**Run 1: floorplan with the power grid**

Scale: 3 px per micron. Pins as bars on the die edge. Tap cells in gray.
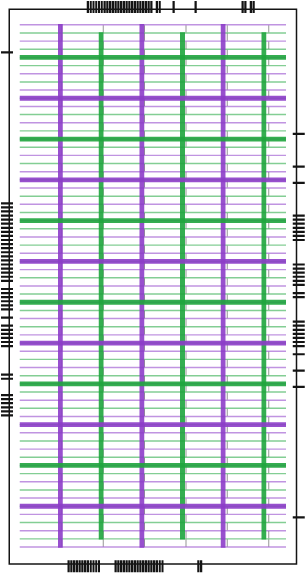
**Run 1: met3 routing**

Scale: 2 px per micron.
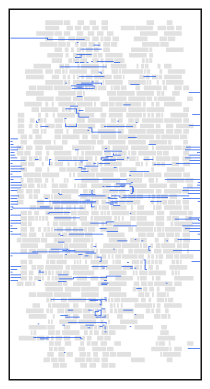
**Run 1: signal wires on met2**

Scale: 2 px per micron.
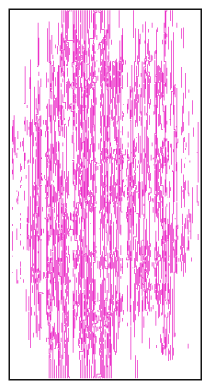
--- src/rtl/led_phy_pkg.sv ---
// Shared types and default strip map for the LED PHY frame writer.
package led_phy_pkg;

   typedef enum logic [2:0] {
      ST_IDLE,
      ST_ARMED,
      ST_SNAP,
      ST_WRITE,
      ST_DONE
   } lfw_state_t;

   localparam int unsigned CO_RGB = 0;
   localparam int unsigned CO_GRB = 1;

   localparam int unsigned DEF_ZONES = 8;
   localparam int unsigned DEF_CW    = 4;
   localparam int unsigned DEF_NSEG  = 11;
   localparam int unsigned DEF_ZW    = 3;
   localparam int unsigned DEF_LW    = 4;

   // Segment 0 sits in the LSBs and is the first segment walked:
   // zones 7,6,5,3,0,0,1,2,2,4,7 with lengths 4,4,4,4,1,4,4,4,1,4,1.
   localparam logic [DEF_NSEG*DEF_ZW-1:0] DEF_SEG_ZONE =
      {3'd7, 3'd4, 3'd2, 3'd2, 3'd1, 3'd0, 3'd0, 3'd3, 3'd5, 3'd6, 3'd7};
   localparam logic [DEF_NSEG*DEF_LW-1:0] DEF_SEG_LEN =
      {4'd1, 4'd4, 4'd1, 4'd4, 4'd4, 4'd4, 4'd1, 4'd4, 4'd4, 4'd4, 4'd4};

   // Total LEDs in a default-width segment map.
   function automatic int unsigned seg_total(input logic [DEF_NSEG*DEF_LW-1:0] seg_len);
      int unsigned sum;
      sum = 0;
      for (int i = 0; i < int'(DEF_NSEG); i++) begin
         sum += 32'(seg_len[i*DEF_LW +: DEF_LW]);
      end
      return sum;
   endfunction

endpackage

--- src/rtl/led_seg_walker.sv ---
// Walks the segment map: tracks segment/LED position and flags the frame's last step.
module led_seg_walker
   import led_phy_pkg::*;
#(
   parameter int unsigned         NSEG     = DEF_NSEG,
   parameter int unsigned         ZW       = DEF_ZW,
   parameter int unsigned         LW       = DEF_LW,
   parameter logic [NSEG*ZW-1:0]  SEG_ZONE = DEF_SEG_ZONE,
   parameter logic [NSEG*LW-1:0]  SEG_LEN  = DEF_SEG_LEN
) (
   input  logic          clk,
   input  logic          rstn,
   input  logic          clear,
   input  logic          advance,
   input  logic          skip,
   output logic [ZW-1:0] zone,
   output logic          zero_len,
   output logic          last
);

   localparam int unsigned SW = (NSEG > 1) ? $clog2(NSEG) : 1;

   logic [SW-1:0] seg_idx_q;
   logic [LW-1:0] led_idx_q;
   logic [LW-1:0] len_tab  [NSEG];
   logic [ZW-1:0] zone_tab [NSEG];
   logic [LW-1:0] cur_len;
   logic          last_led;
   logic          last_seg;
   logic          seg_done;

   // Unpack the parameter map into lookup tables.
   for (genvar s = 0; s < int'(NSEG); s++) begin : g_tab
      assign len_tab[s]  = SEG_LEN[s*LW +: LW];
      assign zone_tab[s] = SEG_ZONE[s*ZW +: ZW];
   end

   assign cur_len  = len_tab[seg_idx_q];
   assign zone     = zone_tab[seg_idx_q];
   assign zero_len = (cur_len == '0);
   assign last_led = (led_idx_q == cur_len - LW'(1));
   assign last_seg = (seg_idx_q == SW'(NSEG - 1));
   assign last     = last_seg && (zero_len || last_led);
   assign seg_done = skip || (advance && last_led);

   // Position counters; hold whenever neither advance nor skip is asserted.
   always_ff @(posedge clk or negedge rstn) begin
      if (!rstn) begin
         seg_idx_q <= '0;
         led_idx_q <= '0;
      end else if (clear) begin
         seg_idx_q <= '0;
         led_idx_q <= '0;
      end else if (seg_done) begin
         led_idx_q <= '0;
         seg_idx_q <= last_seg ? '0 : seg_idx_q + SW'(1);
      end else if (advance) begin
         led_idx_q <= led_idx_q + LW'(1);
      end
   end

endmodule

--- src/rtl/led_frame_writer.sv ---
// Snapshots per-zone colours and streams one packed word per LED into the PHY TX FIFO.
module led_frame_writer
   import led_phy_pkg::*;
#(
   parameter int unsigned         ZONES       = DEF_ZONES,
   parameter int unsigned         CW          = DEF_CW,
   parameter int unsigned         NSEG        = DEF_NSEG,
   parameter int unsigned         ZW          = DEF_ZW,
   parameter int unsigned         LW          = DEF_LW,
   parameter logic [NSEG*ZW-1:0]  SEG_ZONE    = DEF_SEG_ZONE,
   parameter logic [NSEG*LW-1:0]  SEG_LEN     = DEF_SEG_LEN,
   parameter int unsigned         COLOR_ORDER = CO_RGB
) (
   input  logic                  clk,
   input  logic                  rstn,
   input  logic                  en,
   input  logic                  start,
   input  logic                  abort,
   input  logic [1:0]            dim_shift,
   input  logic [ZONES*CW-1:0]   mean_r,
   input  logic [ZONES*CW-1:0]   mean_g,
   input  logic [ZONES*CW-1:0]   mean_b,
   input  logic                  fifo_full,
   output logic                  we,
   output logic [3*CW-1:0]       fifo_data,
   output logic                  send_start,
   output logic                  busy,
   output logic [15:0]           led_total
);

   lfw_state_t    state_q, state_d;
   logic [CW-1:0] snap_r_q [ZONES];
   logic [CW-1:0] snap_g_q [ZONES];
   logic [CW-1:0] snap_b_q [ZONES];
   logic [15:0]   led_cnt_q;
   logic [15:0]   led_total_q;
   logic          busy_q;
   logic          skip;
   logic          walk_clear;
   logic [ZW-1:0] zone;
   logic          zero_len;
   logic          last;
   logic [CW-1:0] ch_r, ch_g, ch_b;

   // Flag map entries that point past the zone table; those LEDs emit black.
   for (genvar s = 0; s < int'(NSEG); s++) begin : g_zchk
      if (32'(SEG_ZONE[s*ZW +: ZW]) >= ZONES) begin : g_bad
         $warning("led_frame_writer: segment %0d references out-of-range zone", s);
      end
   end

   led_seg_walker #(
      .NSEG     (NSEG),
      .ZW       (ZW),
      .LW       (LW),
      .SEG_ZONE (SEG_ZONE),
      .SEG_LEN  (SEG_LEN)
   ) u_walker (
      .clk      (clk),
      .rstn     (rstn),
      .clear    (walk_clear),
      .advance  (we),
      .skip     (skip),
      .zone     (zone),
      .zero_len (zero_len),
      .last     (last)
   );

   assign walk_clear = (state_q == ST_SNAP);
   assign busy       = busy_q;
   assign led_total  = led_total_q;

   // Next-state and strobes; abort overrides everything outside IDLE.
   always_comb begin
      state_d    = state_q;
      we         = 1'b0;
      skip       = 1'b0;
      send_start = 1'b0;
      case (state_q)
         ST_IDLE:  if (en) state_d = ST_ARMED;
         ST_ARMED: if (start) state_d = ST_SNAP;
         ST_SNAP:  state_d = ST_WRITE;
         ST_WRITE: begin
            we   = !zero_len && !fifo_full;
            skip = zero_len;
            if (last && (we || skip)) state_d = ST_DONE;
         end
         ST_DONE: begin
            send_start = 1'b1;
            state_d    = ST_IDLE;
         end
         default: state_d = ST_IDLE;
      endcase
      if (abort && (state_q != ST_IDLE)) begin
         state_d    = ST_IDLE;
         we         = 1'b0;
         skip       = 1'b0;
         send_start = 1'b0;
      end
   end

   // State register, busy flag and LED counters.
   always_ff @(posedge clk or negedge rstn) begin
      if (!rstn) begin
         state_q     <= ST_IDLE;
         busy_q      <= 1'b0;
         led_cnt_q   <= '0;
         led_total_q <= '0;
      end else begin
         state_q <= state_d;
         busy_q  <= (state_d == ST_SNAP) || (state_d == ST_WRITE) || (state_d == ST_DONE);
         if (state_q == ST_SNAP) begin
            led_cnt_q <= '0;
         end else if (we) begin
            led_cnt_q <= led_cnt_q + 16'd1;
         end
         if ((state_q == ST_DONE) && !abort) begin
            led_total_q <= led_cnt_q;
         end
      end
   end

   // Dimmed colour snapshot, frozen for the rest of the frame.
   always_ff @(posedge clk or negedge rstn) begin
      if (!rstn) begin
         for (int k = 0; k < int'(ZONES); k++) begin
            snap_r_q[k] <= '0;
            snap_g_q[k] <= '0;
            snap_b_q[k] <= '0;
         end
      end else if (state_q == ST_SNAP) begin
         for (int k = 0; k < int'(ZONES); k++) begin
            snap_r_q[k] <= mean_r[k*CW +: CW] >> dim_shift;
            snap_g_q[k] <= mean_g[k*CW +: CW] >> dim_shift;
            snap_b_q[k] <= mean_b[k*CW +: CW] >> dim_shift;
         end
      end
   end

   // Colour word for the current zone in the configured channel order.
   always_comb begin
      ch_r = '0;
      ch_g = '0;
      ch_b = '0;
      if (32'(zone) < ZONES) begin
         ch_r = snap_r_q[zone];
         ch_g = snap_g_q[zone];
         ch_b = snap_b_q[zone];
      end
      if (COLOR_ORDER == CO_GRB) begin
         fifo_data = {ch_g, ch_r, ch_b};
      end else begin
         fifo_data = {ch_r, ch_g, ch_b};
      end
   end

endmodule

--- config.mk ---
export PLATFORM = sky130hd
export DESIGN_NAME = led_frame_writer
export DESIGN_NICKNAME = d
export VERILOG_FILES = /design/src/rtl/led_phy_pkg.sv /design/src/rtl/led_seg_walker.sv /design/src/rtl/led_frame_writer.sv
export SDC_FILE = /design/constraint.sdc
export NUM_CORES = 1
export LEC_CHECK = 0
export CAP_MARGIN = 15
export CORE_ASPECT_RATIO = 2
export CORE_MARGIN = 3
export CORE_UTILIZATION = 49
export DETAILED_ROUTE_END_ITERATION = 6
export GPL_TIMING_DRIVEN = 0
export PLACE_DENSITY = 0.75
export SYNTH_ARGS = -nofsm -noshare
export SYNTH_HDL_FRONTEND = slang
export SYNTH_HIERARCHICAL = 1
export SYNTH_SLANG_ARGS = --single-unit
--- constraint.sdc ---
create_clock -name clk -period 2.35 [get_ports clk]
set_clock_uncertainty 0.2 [all_clocks]
set_input_delay 0.235 -clock clk [delete_from_list [all_inputs] [get_ports clk]]
set_output_delay 0.235 -clock clk [all_outputs]
set_load 0.1 [all_outputs]
==> run_summary.xml, run 1 <==
<?xml version="1.0" encoding="UTF-8"?>
<metrics>
  <group name="outcome">
    <metric name="outcome" unit="">complete, but fails checks</metric>
    <metric name="failed_checks" unit="">setup timing</metric>
  </group>
  <group name="global_route">
    <metric name="grt_overflow" unit="">0</metric>
    <metric name="gr-usage-all-layers" unit="%">28.38</metric>
    <metric name="grt_pass1_wl" unit="mm">37.45</metric>
    <metric name="grt_antenna_before_repair" unit="">0</metric>
    <metric name="number_of_global_route_vias_before_repair" unit="">7221</metric>
    <metric name="largest_net_degree_at_the_start_of_global_routing" unit="">89</metric>
  </group>
  <group name="floorplanning">
    <metric name="floorplan.die_area" unit="sq um">17570</metric>
    <metric name="core_area" unit="sq um">15450</metric>
    <metric name="design.portCount" unit="">135</metric>
    <metric name="dieHeight" unit="microns">184.5</metric>
    <metric name="core_util_floorplan" unit="%">50.49</metric>
    <metric name="die_x" unit="microns">95.23</metric>
    <metric name="fp-row-count" unit="">64</metric>
  </group>
  <group name="final_timing">
    <metric name="finalSetupViolations" unit="">12</metric>
    <metric name="report.final.slew_viol_count" unit="">0</metric>
    <metric name="worst_slack" unit="ns">-0.7572</metric>
    <metric name="hold_viol" unit="">0</metric>
    <metric name="timing.fmax" unit="MHz">321.8</metric>
    <metric name="hold-worst-slack" unit="ns">0.1020</metric>
    <metric name="sum_of_negative_setup_slack" unit="ns">-8.543</metric>
    <metric name="slew_headroom" unit="%">34.64</metric>
    <metric name="rsz0062_at_grt" unit="">true</metric>
    <metric name="slew_of_the_pin_with_the_lowest_slew_margin" unit="ns">0.9788</metric>
    <metric name="layout_worst_path_cycle_share" unit="%">132.2</metric>
    <metric name="finalCriticalPeriod" unit="ns">3.107</metric>
  </group>
  <group name="synthesis">
    <metric name="simple_gate_area_share" unit="%">11.69</metric>
    <metric name="yosys-dominant-comb-family" unit="">multiplexers</metric>
    <metric name="enable_flop_cells" unit="">0</metric>
    <metric name="ys_sh_adder" unit="%">0.4811</metric>
    <metric name="netlist-cell-type-count" unit="">56</metric>
    <metric name="synthesis.yosys.warnings" unit="">6</metric>
    <metric name="largest_area_cell" unit="">dfrtp_1</metric>
    <metric name="ys_top_cells_by_area" unit="">dfrtp_1 (45%), mux2_2 (7.6%), mux4_2 (6.9%)</metric>
    <metric name="yosysSeqAreaShare" unit="%">44.90</metric>
    <metric name="postSynth.topFlopCell" unit="">dfrtp_1</metric>
    <metric name="yosys-top-cells-count" unit="">dfrtp_1 (140), a21oi_1 (63), nand2_1 (62)</metric>
    <metric name="yosys-stat-area" unit="sq um">7802</metric>
    <metric name="avgSynthCellArea" unit="sq um">11.00</metric>
    <metric name="synth_area" unit="sq um">7802</metric>
    <metric name="synth_top_area_share" unit="%">44.90</metric>
    <metric name="postSynthCellCount" unit="">709</metric>
    <metric name="synth_top_cell_by_count" unit="">dfrtp_1</metric>
    <metric name="synth_compound_gate_area_share" unit="%">16.10</metric>
    <metric name="synth-seq-cells" unit="">140</metric>
    <metric name="synth-cells-yosys" unit="">709</metric>
    <metric name="syn-num-nets" unit="">816</metric>
    <metric name="ys_sh_mux" unit="%">21.06</metric>
    <metric name="xor_xnor_cells_area_fraction" unit="%">1.010</metric>
    <metric name="async_flop_share" unit="%">100.0</metric>
  </group>
  <group name="clock_network">
    <metric name="cts-buffers-inserted" unit="">17</metric>
    <metric name="clk_slew_on_worst_s_h_paths" unit="ns">0.07</metric>
    <metric name="clock_tree_from_tritoncts" unit="">yes</metric>
    <metric name="cts_max_level" unit="">4</metric>
    <metric name="post_cts_hold_buffer_count" unit="">1</metric>
    <metric name="cts_buffer_depth" unit="">2</metric>
    <metric name="cts_sinks" unit="">140</metric>
    <metric name="post_cts_resized" unit="">153</metric>
    <metric name="source_to_sink_clock_delay_at_the_later_pin_of_the_worst_skew_pair" unit="ns">0.42</metric>
    <metric name="post_cts_buffers" unit="">11</metric>
    <metric name="cts-root-buf" unit="">clkbuf_16</metric>
  </group>
  <group name="worst_setup_path">
    <metric name="path_class" unit="">flop to primary output</metric>
    <metric name="timing.critical_path.cells" unit="">buf_2 &gt; o311ai_1 &gt; buf_4 &gt; clkbuf_8 &gt; mux4_2 &gt; mux2_4 &gt; buf_12</metric>
    <metric name="setup.worst_path.start_class" unit="">flop</metric>
    <metric name="crit_path_max_incr_delay" unit="ns">0.37</metric>
    <metric name="crit_buf_inv" unit="">4</metric>
    <metric name="crit_path_top_delay_cell" unit="">o311ai_1</metric>
    <metric name="worst_ep_required_time" unit="ns">1.91</metric>
    <metric name="crit_fanout" unit="">10</metric>
    <metric name="crit_family" unit="">buffers and inverters</metric>
    <metric name="worst_ep_arrival_time" unit="ns">2.67</metric>
    <metric name="setup.worst_path.end_class" unit="">primary output</metric>
  </group>
  <group name="placed_design">
    <metric name="place.port_buffers" unit="">132</metric>
    <metric name="placed_standard_cell_area" unit="sq um">9508</metric>
    <metric name="gpl.final_weighted_congestion" unit="">0.8979</metric>
    <metric name="dp_hpwl" unit="mm">17.83</metric>
    <metric name="placed_instances" unit="">1040</metric>
    <metric name="placement.setup.worst_slack" unit="ns">-1.463</metric>
  </group>
  <group name="final_layout">
    <metric name="registers_with_the_highest_flip_flop_counts" unit="">snap_b_q: 32 flops, snap_g_q: 32 flops, snap_r_q: 32 flops</metric>
    <metric name="most-common-layout-cells" unit="">dfrtp_1 (137), clkdlybuf4s50_1 (102), a21oi_1 (61)</metric>
    <metric name="fin_util" unit="%">68.01</metric>
    <metric name="nets" unit="">984</metric>
    <metric name="insertedDiodeCount" unit="">0</metric>
    <metric name="drive_above_1_share" unit="%">24.27</metric>
    <metric name="final_layout_top_logic_cell" unit="">dfrtp_1</metric>
    <metric name="final-instance-count-excl-fill" unit="">1088</metric>
    <metric name="final.fill_count" unit="">1145</metric>
    <metric name="area.growth.synth_to_final" unit="%">34.72</metric>
    <metric name="fin_area" unit="sq um">10510</metric>
  </group>
  <group name="power_and_ir_drop">
    <metric name="vdd_drop_max" unit="V">0.001870</metric>
    <metric name="cellPowerDensity" unit="nW/um^2">1237</metric>
    <metric name="total_power_after_layout" unit="mW">13.00</metric>
    <metric name="p_leak" unit="nW">4.740</metric>
  </group>
  <group name="run">
    <metric name="cap_violations" unit="">0</metric>
    <metric name="stage_log_warnings" unit="">29</metric>
  </group>
  <group name="routing">
    <metric name="post-route-drc-count" unit="">0</metric>
    <metric name="postRouteAntennaNets" unit="">0</metric>
    <metric name="avgRoutedWirePerCell" unit="microns">22.11</metric>
    <metric name="route.detailed.vias_per_inst" unit="">6.132</metric>
    <metric name="detail_route.first_pass.iterations" unit="">5</metric>
    <metric name="drt_first_iter_violations" unit="">590</metric>
  </group>
  <group name="min_path">
    <metric name="holdCritPathClass" unit="">input pin to flop</metric>
  </group>
</metrics>
## Picture notes: 'floorplan with the power grid'
[purple] VSS
[green] VDD
met1 rails: 65
met5 straps: 12
rows: 64
signal pins: 135
met4 straps: 6

## Picture notes: 'met3 routing'
main direction: horizontal
share of all routed wire: 5.6%
final WL: 24.06 mm
routed via count: 6672

## Picture notes: 'signal wires on met2'
share of all routed wire: 55%
nets with wire on the layer: 890
wire length on this layer: 13300 microns
main direction: vertical
longest straight run: 75.8 microns

==> run 1: where the power goes <==
group	leakage, nW	internal (mW)	switching (mW)
sequential	1.83	3.19	0.473
combinational	2.61	2.88	3.60
clock	0.309	1.71	1.14
==> run 1: path summary, 6_finish.rpt <==
path                            slack, ns                    end  depth (start not counted)             startpoint
worst max-delay path                -0.76          fifo_data[10]                          7  u_walker/seg_idx_q[1]
worst min-delay path                 0.10           snap_b_q[15]                          3           dim_shift[1]
worst max register to register       0.01             state_q[1]                          7  u_walker/seg_idx_q[2]
worst min register to register       0.28            snap_b_q[5]                          2            snap_b_q[5]
max in group asynchronous            1.01           snap_b_q[12]                          3                   rstn
min in group asynchronous            0.13  u_walker/led_idx_q[2]                          2                   rstn
==> run 1: per-layer routing <==
| layer | GRT usage, % | share of wire (%) | wire length, microns | vias to the layer above |
|---|---|---|---|---|
| met4 | 17.41 | 6.0 | 1449 | 0 |
| met3 | 4.779 | 5.6 | 1336 | 98 |
| li1 | - | - | - | 2946 |
| met5 | 0 | 0 | 0 | - |
| met1 | 29.40 | 33 | 7943 | 3297 |
| met2 | 51.56 | 55 | 13330 | 331 |
==> run 1: cell type report <==
type | count | area, sq um | share of cell area, %
well taps | 198 | 247.7 | 2.357
plain buffers | 59 | 434.2 | 4.130
inverters | 9 | 42.54 | 0.4047
repair buffers | 149 | 1622 | 15.43
clock inverters | 15 | 198.9 | 1.893
flip-flops and latches | 140 | 3507 | 33.37
clock buffers | 17 | 425.4 | 4.047
multi-input cells | 501 | 4034 | 38.38
==> run 1: worst register-to-register path, stage by stage, from the launching register on <==
cell	delay (ns)
dfrtp_2	0.42
buf_4	0.16
and2b_2	0.22
nor3b_1	0.36
nor4b_2	0.33
o211ai_1	0.20
a21oi_1	0.24
nor3_1	0.08
**Run 1: metal layers overlaid**

Scale: 3 px per micron.
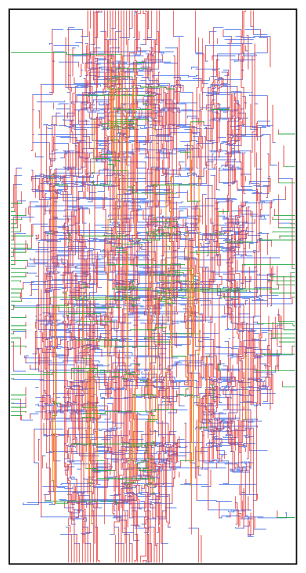

--- run 2 (diff from run 1) ---
--- a/config.mk
+++ b/config.mk
@@ -10,6 +10,7 @@
 export CORE_MARGIN = 3
 export CORE_UTILIZATION = 49
 export DETAILED_ROUTE_END_ITERATION = 6
+export GPL_ROUTABILITY_DRIVEN = 0
 export GPL_TIMING_DRIVEN = 0
 export PLACE_DENSITY = 0.75
 export SYNTH_ARGS = -nofsm -noshare
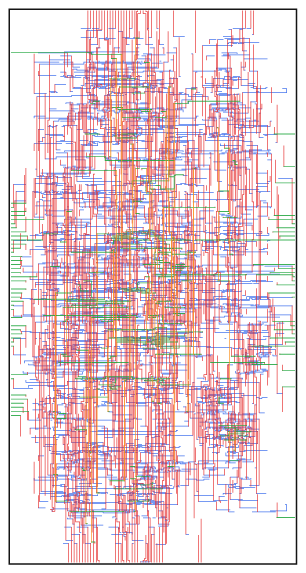
**Above:** run 2 (metal layers overlaid).
Scale: 3 px per micron.
[blue] met1 | wire length: 8030 microns
[orange] met4 | wire length: 1500 microns
[green] met3 | wire length: 1480 microns
[red] met2 | wire length: 13500 microns

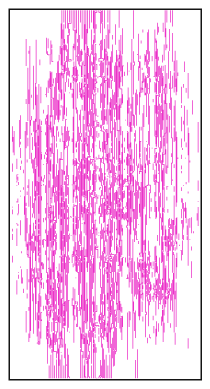
**Above:** run 2 (signal wires on met2).
Scale: 2 px per micron.
share of all routed wire: 55%
wire length on this layer: 13500 microns
main direction: vertical
final WL: 24.48 mm
met2 global-route usage: 51.73%
routed via count: 6768

==> run_summary.xml, run 2 <==
<?xml version="1.0" encoding="UTF-8"?>
<metrics>
  <group name="power_and_ir_drop">
    <metric name="share_comb_of_total_power" unit="%">49.6</metric>
    <metric name="switching_share" unit="%">39.83</metric>
    <metric name="p_leak" unit="nW">4.784</metric>
    <metric name="switching_power" unit="mW">5.251</metric>
    <metric name="total_power_after_layout" unit="mW">13.18</metric>
    <metric name="cellPowerDensity" unit="nW/um^2">1250</metric>
    <metric name="vdd_drop_max" unit="V">0.001731</metric>
    <metric name="portion_of_total_power_attributed_to_the_clock_network" unit="%">22.4</metric>
  </group>
  <group name="routing">
    <metric name="wl_met1" unit="mm">8.028</metric>
    <metric name="route.detailed.vias_per_inst" unit="">6.221</metric>
    <metric name="met3_length" unit="mm">1.477</metric>
    <metric name="detail_route.first_pass.iterations" unit="">6</metric>
    <metric name="route.top_layer_used" unit="">met4</metric>
  </group>
  <group name="clock_network">
    <metric name="cts_buffer_depth" unit="">2</metric>
    <metric name="post_cts_hold_buffer_count" unit="">1</metric>
    <metric name="post_cts_resized" unit="">142</metric>
    <metric name="clock_tree_from_tritoncts" unit="">yes</metric>
    <metric name="cts_sinks" unit="">140</metric>
    <metric name="post_cts_buffers" unit="">10</metric>
    <metric name="cts-buffers-inserted" unit="">17</metric>
    <metric name="source_to_sink_clock_delay_at_the_later_pin_of_the_worst_skew_pair" unit="ns">0.41</metric>
  </group>
  <group name="final_layout">
    <metric name="most-common-layout-cells" unit="">dfrtp_1 (137), clkdlybuf4s50_1 (103), a21oi_1 (61)</metric>
    <metric name="ff_latch_area" unit="sq um">3507</metric>
    <metric name="final_layout_top_logic_cell" unit="">dfrtp_1</metric>
    <metric name="registers_with_the_highest_flip_flop_counts" unit="">snap_b_q: 32 flops, snap_g_q: 32 flops, snap_r_q: 32 flops</metric>
    <metric name="insertedDiodeCount" unit="">0</metric>
  </group>
  <group name="final_timing">
    <metric name="report.final.slew_viol_count" unit="">0</metric>
    <metric name="finalSetupViolations" unit="">12</metric>
    <metric name="hold_viol" unit="">0</metric>
    <metric name="layout_worst_path_cycle_share" unit="%">131.3</metric>
    <metric name="rsz0062_at_grt" unit="">true</metric>
    <metric name="worst_slack" unit="ns">-0.7347</metric>
  </group>
  <group name="placed_design">
    <metric name="dp_hpwl" unit="mm">17.61</metric>
    <metric name="placement.setup.worst_slack" unit="ns">-1.418</metric>
    <metric name="place.port_buffers" unit="">132</metric>
  </group>
  <group name="synthesis">
    <metric name="postSynth.topFlopCell" unit="">dfrtp_1</metric>
    <metric name="synth-cells-yosys" unit="">709</metric>
    <metric name="enable_flop_cells" unit="">0</metric>
    <metric name="netlist-cell-type-count" unit="">56</metric>
    <metric name="synthesis.yosys.warnings" unit="">6</metric>
    <metric name="synth_top_area_share" unit="%">44.90</metric>
    <metric name="postSynthCellCount" unit="">709</metric>
    <metric name="synth-seq-cells" unit="">140</metric>
    <metric name="avgSynthCellArea" unit="sq um">11.00</metric>
    <metric name="synth_top_cell_by_count" unit="">dfrtp_1</metric>
    <metric name="yosys-stat-area" unit="sq um">7802</metric>
  </group>
  <group name="worst_setup_path">
    <metric name="rr_startpoint" unit="">state_q[1]</metric>
    <metric name="ff2ff_setup_slack" unit="ns">0.08</metric>
    <metric name="worst_ep_required_time" unit="ns">1.91</metric>
    <metric name="r2r_end" unit="">u_walker/seg_idx_q[2]</metric>
    <metric name="reg2reg_depth" unit="">8</metric>
    <metric name="setup.worst_path.start_class" unit="">flop</metric>
    <metric name="setup.worst_path.end_class" unit="">primary output</metric>
    <metric name="worst_ep_arrival_time" unit="ns">2.65</metric>
    <metric name="timing.critical_path.to" unit="">fifo_data[10]</metric>
    <metric name="critPathLaunch" unit="">u_walker/seg_idx_q[2]</metric>
  </group>
  <group name="global_route">
    <metric name="number_of_global_route_vias_before_repair" unit="">7105</metric>
    <metric name="grt_antenna_before_repair" unit="">0</metric>
    <metric name="grt_overflow" unit="">0</metric>
    <metric name="gr-usage-all-layers" unit="%">28.31</metric>
    <metric name="grt_pass1_wl" unit="mm">37.38</metric>
    <metric name="largest_net_degree_at_the_start_of_global_routing" unit="">79</metric>
  </group>
  <group name="floorplanning">
    <metric name="floorplan.die_area" unit="sq um">17570</metric>
    <metric name="design.portCount" unit="">135</metric>
    <metric name="core_util_floorplan" unit="%">50.49</metric>
  </group>
  <group name="min_path">
    <metric name="hold_end" unit="">snap_b_q[7]</metric>
    <metric name="worst_hold_path.num_cells" unit="">3</metric>
  </group>
  <group name="outcome">
    <metric name="failed_checks" unit="">setup timing</metric>
    <metric name="outcome" unit="">complete, but fails checks</metric>
  </group>
  <group name="run">
    <metric name="stage_log_warnings" unit="">29</metric>
  </group>
</metrics>
[run 2: power by group through the flow]
stage / logic, mW / clock network, mW / registers, mW
floorplan: 4.22 / 0 / 3.52
global placement: 5.47 / 0 / 3.61
detailed placement: 5.58 / 0 / 3.68
CTS: 6.43 / 2.96 / 3.65
global route: 6.79 / 3.07 / 3.74
finish: 6.54 / 2.95 / 3.69
[run 2: logic make-up (layout without fill, tap and decap cells)]
kind of cell | after synthesis | in the layout | share of synthesized area [%]
AOI/OAI and AO/OA | 182 | 182 | 16.10
and+or+nand+nor | 179 | 179 | 11.69
DFF | 140 | 140 | 44.90
muxes | 127 | 127 | 21.06
buffers and inverters | 68 | 249 | 4.715
xor gates and xnor gates | 9 | 9 | 1.010
adders and majority gates | 3 | 3 | 0.4811
other | 1 | 1 | 0.04806
[run 2: cell type report]
class	count	share of cell area, %
multi-input combinational	501	38.16
sequential	140	33.26
timing repair buffer	150	15.83
clock buffer	18	4.165
buffer	58	3.928
tap	198	2.350
clock inverter	14	1.946
inverter	9	0.3560
[run 2: worst max-delay path: stages, from the launching register on]
cell and delay (ns):
dfrtp_2 0.43, or2b_1 0.19, nand2_2 0.06, a21oi_2 0.14, buf_6 0.21, buf_12 0.16
mux4_2 0.54, mux2_4 0.32, buf_12 0.17
[run 2: metal layers]
layer / up-vias / GRT usage (%)
met5: - / 0
met4: 0 / 16.66
met3: 107 / 4.902
met2: 387 / 51.73
met1: 3338 / 29.28
li1: 2936 / -
[run 2: per-stage QoR]
stage          std cells  cell area, sq um  hold slack [ns]
6_report            1088             10540           0.1128
5_1_grt             1088             10540           0.1212
4_1_cts             1084             10450          0.09679
3_5_place_dp        1040              9508          0.05669
3_3_place_gp        1039              9479           0.2572
2_1_floorplan        709              7910          -0.2606
**Run 2: floorplan with the power grid**

Scale: 3 px per micron. Pins as bars on the die edge. Tap cells in gray.
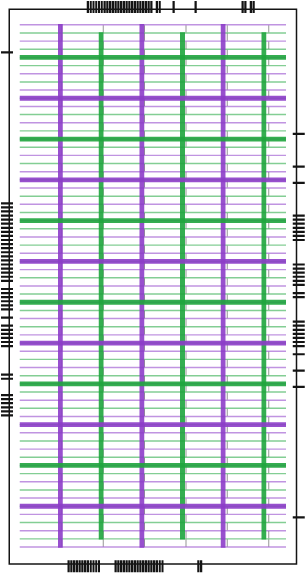

--- run 3 (diff from run 2) ---
--- a/config.mk
+++ b/config.mk
@@ -8,11 +8,13 @@
 export CAP_MARGIN = 15
 export CORE_ASPECT_RATIO = 2
 export CORE_MARGIN = 3
-export CORE_UTILIZATION = 49
+export CORE_UTILIZATION = 54
 export DETAILED_ROUTE_END_ITERATION = 6
 export GPL_ROUTABILITY_DRIVEN = 0
 export GPL_TIMING_DRIVEN = 0
-export PLACE_DENSITY = 0.75
+export HOLD_SLACK_MARGIN = 0.03
+export PLACE_DENSITY = 0.78
+export SKIP_CTS_REPAIR_TIMING = 1
 export SYNTH_ARGS = -nofsm -noshare
 export SYNTH_HDL_FRONTEND = slang
 export SYNTH_HIERARCHICAL = 1
==> constraint.sdc (replaced) <==
create_clock -name clk -period 3.2 [get_ports clk]
set_clock_uncertainty 0.2 [all_clocks]
set_input_delay 0.32 -clock clk [delete_from_list [all_inputs] [get_ports clk]]
set_output_delay 0.32 -clock clk [all_outputs]
set_load 0.1 [all_outputs]
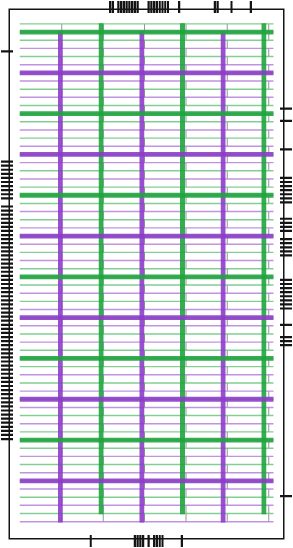
**Above:** run 3 (floorplan with the power grid).
Scale: 3 px per micron. Pins as bars on the die edge. Tap cells in gray.
[green] VDD
[purple] VSS
met5 straps: 12
rows: 61
tap cells: 189

==> run_summary.xml, run 3 <==
<?xml version="1.0" encoding="UTF-8"?>
<metrics>
  <group name="final_timing">
    <metric name="finalCriticalPeriod" unit="ns">3.275</metric>
    <metric name="report.final.slew_viol_count" unit="">0</metric>
    <metric name="layout_worst_path_cycle_share" unit="%">102.4</metric>
    <metric name="rsz0062_at_grt" unit="">true</metric>
    <metric name="timing.fmax" unit="MHz">305.3</metric>
    <metric name="worst_slack" unit="ns">-0.07523</metric>
    <metric name="finalSetupViolations" unit="">7</metric>
    <metric name="hold-worst-slack" unit="ns">0.1604</metric>
  </group>
  <group name="worst_setup_path">
    <metric name="setup.worst_path.end_class" unit="">primary output</metric>
    <metric name="worst_ep_arrival_time" unit="ns">2.76</metric>
    <metric name="timing.critical_path.cells" unit="">or2b_1 &gt; nand2_1 &gt; a21oi_2 &gt; buf_6 &gt; clkbuf_16 &gt; mux4_2 &gt; mux2_4 &gt; buf_12</metric>
    <metric name="crit_family" unit="">multiplexers</metric>
    <metric name="crit_path_max_incr_delay" unit="ns">0.51</metric>
    <metric name="crit_fanout" unit="">7</metric>
    <metric name="setup.worst_path.start_class" unit="">flop</metric>
    <metric name="worst_ep_required_time" unit="ns">2.68</metric>
    <metric name="crit_buf_inv" unit="">3</metric>
    <metric name="rr_startpoint" unit="">state_q[1]</metric>
    <metric name="r2r_end" unit="">u_walker/seg_idx_q[2]</metric>
    <metric name="ff2ff_setup_slack" unit="ns">0.41</metric>
  </group>
  <group name="clock_network">
    <metric name="cts_buffer_depth" unit="">2</metric>
    <metric name="cts_max_level" unit="">4</metric>
    <metric name="cts_sinks" unit="">140</metric>
    <metric name="cts-root-buf" unit="">clkbuf_16</metric>
    <metric name="clk_slew_on_worst_s_h_paths" unit="ns">0.07</metric>
  </group>
  <group name="synthesis">
    <metric name="postSynth.topFlopCell" unit="">dfrtp_1</metric>
    <metric name="enable_flop_cells" unit="">0</metric>
    <metric name="synth-cells-yosys" unit="">709</metric>
    <metric name="yosysSeqAreaShare" unit="%">44.90</metric>
    <metric name="postSynthCellCount" unit="">709</metric>
    <metric name="netlist-cell-type-count" unit="">56</metric>
    <metric name="synth_top_cell_by_count" unit="">dfrtp_1</metric>
    <metric name="largest_area_cell" unit="">dfrtp_1</metric>
    <metric name="syn-num-nets" unit="">816</metric>
    <metric name="avgSynthCellArea" unit="sq um">11.00</metric>
    <metric name="synth_top_area_share" unit="%">44.90</metric>
  </group>
  <group name="routing">
    <metric name="detail_route.first_pass.iterations" unit="">7</metric>
    <metric name="avgRoutedWirePerCell" unit="microns">23.14</metric>
    <metric name="drt_first_iter_violations" unit="">633</metric>
  </group>
  <group name="global_route">
    <metric name="number_of_global_route_vias_before_repair" unit="">7016</metric>
    <metric name="gr-usage-all-layers" unit="%">30.37</metric>
    <metric name="grt_antenna_before_repair" unit="">0</metric>
    <metric name="largest_net_degree_at_the_start_of_global_routing" unit="">75</metric>
    <metric name="grt_pass1_wl" unit="mm">36.96</metric>
    <metric name="grt_overflow" unit="">0</metric>
  </group>
  <group name="final_layout">
    <metric name="fin_area" unit="sq um">10280</metric>
    <metric name="ff_latch_area" unit="sq um">3505</metric>
    <metric name="area.growth.synth_to_final" unit="%">31.82</metric>
    <metric name="registers_with_the_highest_flip_flop_counts" unit="">snap_b_q: 32 flops, snap_g_q: 32 flops, snap_r_q: 32 flops</metric>
    <metric name="drive_above_1_share" unit="%">22.49</metric>
    <metric name="final-instance-count-excl-fill" unit="">1074</metric>
    <metric name="final-comb-area" unit="sq um">3970</metric>
    <metric name="most-common-layout-cells" unit="">dfrtp_1 (139), clkdlybuf4s50_1 (117), nand2_1 (62), a21oi_1 (62), mux2i_1 (49)</metric>
  </group>
  <group name="floorplanning">
    <metric name="floorplan.die_area" unit="sq um">16010</metric>
    <metric name="core_util_floorplan" unit="%">55.56</metric>
    <metric name="dieHeight" unit="microns">176.0</metric>
    <metric name="core_area" unit="sq um">14040</metric>
    <metric name="die_x" unit="microns">91.00</metric>
    <metric name="fp-row-count" unit="">61</metric>
  </group>
  <group name="min_path">
    <metric name="holdCritPathClass" unit="">input pin to flop</metric>
  </group>
  <group name="placed_design">
    <metric name="dp_hpwl" unit="mm">18.01</metric>
    <metric name="place.port_buffers" unit="">132</metric>
  </group>
  <group name="outcome">
    <metric name="outcome" unit="">complete, but fails checks</metric>
    <metric name="failed_checks" unit="">setup timing</metric>
  </group>
  <group name="power_and_ir_drop">
    <metric name="p_leak" unit="nW">4.532</metric>
    <metric name="cellPowerDensity" unit="nW/um^2">903.0</metric>
  </group>
  <group name="run">
    <metric name="cap_violations" unit="">0</metric>
  </group>
</metrics>
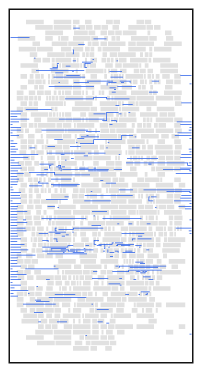
**Above:** run 3 (met3 routing).
Scale: 2 px per micron.
nets with wire on the layer: 205
wire length on this layer: 1590 microns
global routing met3 resource utilization: 5.672%
final WL: 24.86 mm
routed via count: 6808

[run 3: cell counts after synthesis]
Identical to the previous run, type by type.
[run 3: final cells by class]
type                    count  share of cell area (%)
well taps                 189                   2.299
plain buffers              59                   3.869
clock buffers              18                   4.173
clock inverters            14                   1.569
flip-flops and latches    140                   34.08
inverters                   9                  0.3285
repair buffers            144                   15.09
multi-input cells         501                   38.60
[run 3: kinds of logic (layout without fill, tap and decap cells)]
kind of cell    after synthesis  count (layout)  synth area share (%)
flops                       140             140                 44.90
simple gates                179             179                 11.69
buf+inv                      68             244                 4.715
xor+xnor                      9               9                 1.010
fa+ha+maj                     3               3                0.4811
other cells                   1               1               0.04806
compound gates              182             182                 16.10
mux                         127             127                 21.06
[run 3: metal layers]
layer / GRT usage [%] / part of all wire, %
met4: 20.78 / 7.8
met2: 55.92 / 54
met3: 5.672 / 6.4
met1: 30.24 / 32
met5: 0 / 0
[run 3: how the worst max path moves through the flow]
stage                               end  cells after the start  slack [ns]
after floorplan           fifo_data[10]                      8        0.41
after global placement      snap_b_q[4]                      1       -3.68
after detailed placement   fifo_data[6]                      8       -1.30
after CTS                  fifo_data[6]                      8       -1.76
after global routing       fifo_data[8]                      8        -0.1
final                      fifo_data[2]                      8       -0.08
[run 3: stage by stage]
step                      setup TNS [ns]  power [mW]
after floorplan                        0       5.505
after global placement           -526.83       6.514
after detailed placement          -15.22       6.650
after CTS                         -20.92       8.677
after global routing             -0.6011       9.586
final                            -0.3621       9.288
[run 3: report_power, final]
group | switching [mW] | leakage [nW] | internal, mW | total, mW
registers | 0.362 | 1.83 | 2.34 | 2.70
clock network | 0.859 | 0.284 | 1.17 | 2.03
logic | 2.63 | 2.42 | 1.92 | 4.56

==> layout pictures side by side <==
The clock network.
panel A
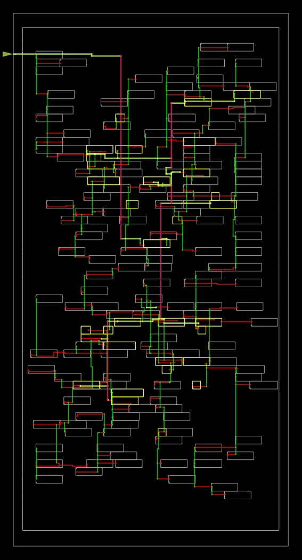
panel B
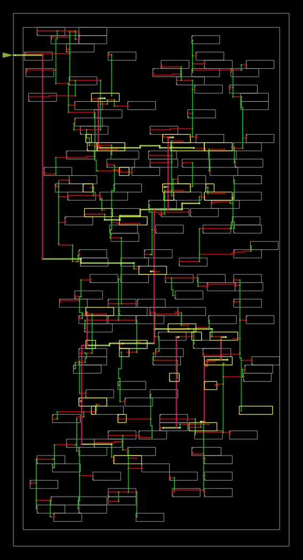
run 3 -> panel B
run 2 -> panel A

Power is estimated from default activity; no workload was simulated.
